run_1/final_congestion.png
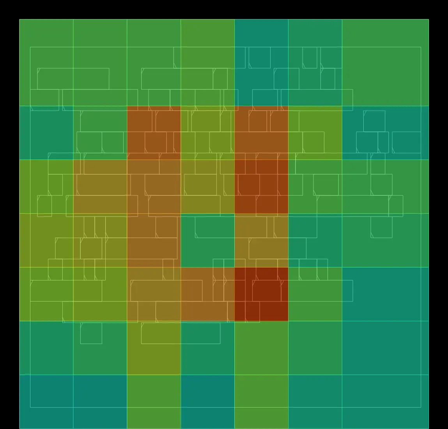
run_1/metal_stack.png
Bar = 20 um. Only two layers are drawn.
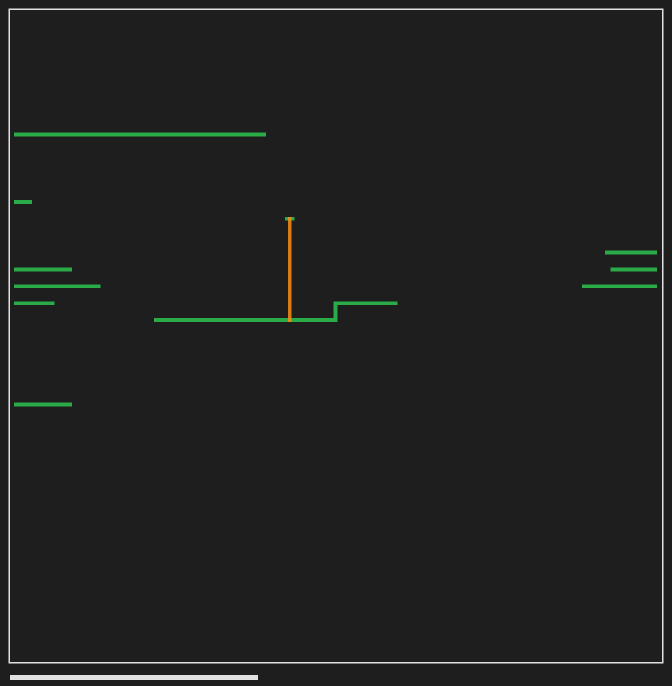
run_1/met1.png
Bar = 20 um. Cells faint in the background.
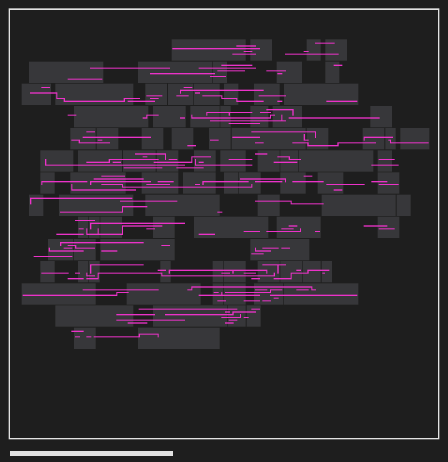
File: src/rtl/toggle_pulse_gen.sv
// Debounced push-button to single-cycle toggle pulse, with press counter.
// Define TOGGLE_REPEAT_EN to emit auto-repeat pulses while the button stays held.
module toggle_pulse_gen #(
  parameter int DEBOUNCE_CYCLES = 4,
  parameter int REPEAT_CYCLES   = 8
) (
  input  logic       clk,
  input  logic       rst,
  input  logic       btn_in,
  output logic       t,
  output logic       pressed,
  output logic [7:0] press_count
);

  localparam int CNT_MAX = ((DEBOUNCE_CYCLES > REPEAT_CYCLES) ? DEBOUNCE_CYCLES
                                                               : REPEAT_CYCLES) - 1;
  localparam int CNT_W   = (CNT_MAX < 2) ? 1 : $clog2(CNT_MAX + 1);
  localparam logic [CNT_W-1:0] DEB_LAST = CNT_W'(DEBOUNCE_CYCLES - 1);
`ifdef TOGGLE_REPEAT_EN
  localparam logic [CNT_W-1:0] REP_LAST = CNT_W'(REPEAT_CYCLES - 1);
`endif

  typedef enum logic [1:0] {
    S_IDLE,
    S_PRESS_WAIT,
    S_HELD,
    S_REL_WAIT
  } state_t;

  state_t           r_state;
  logic [CNT_W-1:0] r_cnt;
  logic             r_sync1;
  logic             r_btn_s;
  logic             r_t;
  logic             r_pressed;
  logic [7:0]       r_press_count;

  always_ff @(posedge clk or posedge rst) begin
    if (rst) begin
      r_state       <= S_IDLE;
      r_cnt         <= '0;
      r_sync1       <= 1'b0;
      r_btn_s       <= 1'b0;
      r_t           <= 1'b0;
      r_pressed     <= 1'b0;
      r_press_count <= 8'd0;
    end else begin
      r_sync1 <= btn_in;
      r_btn_s <= r_sync1;
      r_t     <= 1'b0;
      case (r_state)
        S_IDLE: begin
          if (r_btn_s) begin
            r_state <= S_PRESS_WAIT;
            r_cnt   <= '0;
          end
        end
        S_PRESS_WAIT: begin
          if (!r_btn_s) begin
            r_state <= S_IDLE;
            r_cnt   <= '0;
          end else if (r_cnt == DEB_LAST) begin
            r_state       <= S_HELD;
            r_cnt         <= '0;
            r_t           <= 1'b1;
            r_pressed     <= 1'b1;
            r_press_count <= r_press_count + 8'd1;
          end else begin
            r_cnt <= r_cnt + 1'b1;
          end
        end
        S_HELD: begin
          if (!r_btn_s) begin
            r_state <= S_REL_WAIT;
            r_cnt   <= '0;
          end
`ifdef TOGGLE_REPEAT_EN
          // Repeat period counts from the previous pulse edge.
          else if (r_cnt == REP_LAST) begin
            r_cnt         <= '0;
            r_t           <= 1'b1;
            r_press_count <= r_press_count + 8'd1;
          end else begin
            r_cnt <= r_cnt + 1'b1;
          end
`endif
        end
        S_REL_WAIT: begin
          if (r_btn_s) begin
            r_state <= S_HELD;
            r_cnt   <= '0;
          end else if (r_cnt == DEB_LAST) begin
            r_state   <= S_IDLE;
            r_cnt     <= '0;
            r_pressed <= 1'b0;
          end else begin
            r_cnt <= r_cnt + 1'b1;
          end
        end
        default: begin
          r_state   <= S_IDLE;
          r_cnt     <= '0;
          r_pressed <= 1'b0;
        end
      endcase
    end
  end

  assign t           = r_t;
  assign pressed     = r_pressed;
  assign press_count = r_press_count;

endmodule
File: config.mk
export PLATFORM = sky130hd
export DESIGN_NAME = toggle_pulse_gen
export DESIGN_NICKNAME = d
export VERILOG_FILES = /design/src/rtl/toggle_pulse_gen.sv
export SDC_FILE = /design/constraint.sdc
export NUM_CORES = 1
export LEC_CHECK = 0
export CORE_UTILIZATION = 30
export DETAILED_ROUTE_END_ITERATION = 10
export PLACE_DENSITY = 0.6
export SETUP_SLACK_MARGIN = 0.5
export SYNTH_ARGS = -nofsm -noshare
export SYNTH_HDL_FRONTEND = slang
export SYNTH_SLANG_ARGS = --single-unit
File: constraint.sdc
create_clock -name clk -period 1.65 [get_ports clk]
set_input_delay 0.33 -clock clk [delete_from_list [all_inputs] [get_ports clk]]
set_output_delay 0.33 -clock clk [all_outputs]
set_load 0.005 [all_outputs]
==> flow_metrics.py, run 1 <==
# Flow results
metrics = {
    "layout": {
        "seq_share_pct": 39.8,
        "final.fill_count": 220,
        "inv_count": 2,
        "n_antenna_cell": 0,
        "largest_cell_class": "flip-flops and latches",
        "clock_buffers": 3,
        "flops": 17,
        "lay_top_cells": "dfrtp_1, buf_4, buf_2",
        "multiInputCombCellCount": 42,
        "lay_top_count": "dfrtp_1",
    },
    "pwr": {
        "clk-power_w": 0.000232,
    },
    "synth": {
        "syn_area_um2": 766,
        "ys_seq_elements": 17,
        "synth-main-ff-cell": "dfrtp_1",
        "netlist.area_leader.share_pct": 55.6,
        "synth_simple_gate_area_share_pct": 21.4,
    },
    "min_path": {
        "hold_path_class": "primary input to asynchronous set/reset pin",
    },
    "clocking": {
        "path_clk_slew_ns": 0.10,
        "cts-resized-gates": 41,
        "ctsHoldBuffers": 0,
    },
    "global_routing": {
        "grt_first_pass_wirelength_mm": 2.32,
        "grt_pass1_vias": 503,
    },
    "drt": {
        "wl_met1_um": 687,
    },
    "floorplan": {
        "ioPinCount": 13,
        "fp_util_pct": 33.0,
    },
    "final_timing": {
        "finalCritPeriodShare_pct": 81.3,
        "setup_tns_ns": 0,
        "final_max_slew_viol_count": 0,
    },
    "setup_path": {
        "required_ns": 1.84,
        "cpPeakStageDelay_ns": 0.42,
        "crit_path_cell_trace": "ha_4 > nand3b_4 > nor3b_4 > mux2_4",
        "rr_worst_depth": 4,
    },
    "run": {
        "cap_violations": 0,
    },
    "status": {
        "status": "finished, final reports clean",
    },
}
-- final_congestion.png (at the start) --
routing usage on met3: 4.35%
GR peak layer: met2
Global Route Usage Sum: 12.1%
met1 Use GR: 16.5%

-- metal_stack.png (at the start) --
| color | layer | wire length |
|---|---|---|
| green | met3 | 73.6 um |
| orange | met4 | 8.20 um |
WL per Instance: 12.1 um
final WL: 1.46 mm
vias: 550

-- met1.png (at the start) --
longest straight run: 17.0 um
main direction: horizontal
wire length on this layer: 688 um
share of all routed wire: 47%
nets with wire on the layer: 83

run_1/wire_density.png
The die is cut into 11 by 11 equal tiles; white is low, dark blue is high, scaled to the fullest tile. Values are wire area over tile area, all layers added.
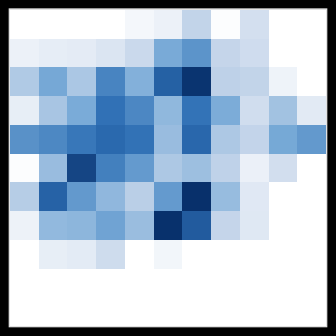

==> run 1 -> run 2 <==
PLACE_DENSITY = 0.62   (was 0.6)
clock period = 1.1 ns   (was 1.65 ns; I/O delays follow)
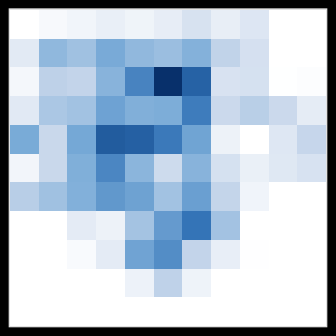
run_2/wire_density.png
The die is cut into 11 by 11 equal tiles; white is low, dark blue is high, scaled to the fullest tile. Values are wire area over tile area, all layers added.
fullest tile: 0.41
mean over tiles: 0.093
tiles over half the peak: 15%
densest ninth of the die: center
nearly empty tiles: 32%
emptiest ninth of the die: lower left
final WL: 1.64 mm
WL per Instance: 12.8 um
Global Route Usage Sum: 14.3%
vias: 579

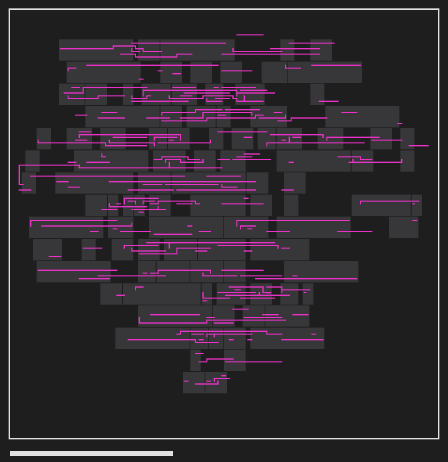
run_2/met1.png
Bar = 20 um. Cells faint in the background.
met1 Use GR: 19.5%

==> flow_metrics.py, run 2 <==
# Flow results
metrics = {
    "status": {
        "status": "finished with violations",
        "violations": "setup timing",
    },
    "final_timing": {
        "finalSetupViolations": 16,
        "setup_tns_ns": -1.72,
        "finalCritPeriodShare_pct": 119,
        "final_max_slew_viol_count": 0,
        "slew_headroom_pct": 82.7,
        "setup_ws_ns": -0.204,
    },
    "floorplan": {
        "ioPinCount": 13,
        "fp_util_pct": 33.0,
    },
    "layout": {
        "postLayoutCoreUtil_pct": 50.2,
        "final-comb-area_um2": 399,
        "final.fill_count": 210,
        "n_antenna_cell": 0,
        "inv_count": 2,
        "multiInputCombCellCount": 42,
        "clock_buffers": 3,
        "lay_top_count": "buf_4",
        "buffer_area_share_pct": 22.9,
        "seq_share_pct": 36.8,
        "lay_top_cells": "buf_4, dfrtp_1, buf_2",
    },
    "synth": {
        "synth-main-ff-cell": "dfrtp_1",
        "ys_seq_elements": 17,
        "synth_simple_gate_area_share_pct": 21.4,
        "netlist.area_leader.share_pct": 55.6,
        "synthMuxAreaShare_pct": 3.43,
        "adder_share_pct": 3.27,
    },
    "setup_path": {
        "start_kind": "register",
        "rr_worst_depth": 4,
        "cpPeakStageDelay_ns": 0.41,
        "critPathKind": "register to register",
        "required_ns": 1.29,
        "crit_path_cell_trace": "ha_4 > nand3b_4 > nor3b_4 > mux2_4",
    },
    "drt": {
        "wl_met1_um": 812,
    },
    "min_path": {
        "hold_path_class": "primary input to asynchronous set/reset pin",
    },
    "global_routing": {
        "top_usage_layer": "met2",
        "grt_first_pass_wirelength_mm": 2.81,
        "met3_usage_pct": 5.51,
    },
    "run": {
        "cap_violations": 0,
    },
    "clocking": {
        "ctsHoldBuffers": 0,
        "cts-resized-gates": 49,
        "path_clk_slew_ns": 0.10,
    },
}
Power is estimated from default activity; no workload was simulated.
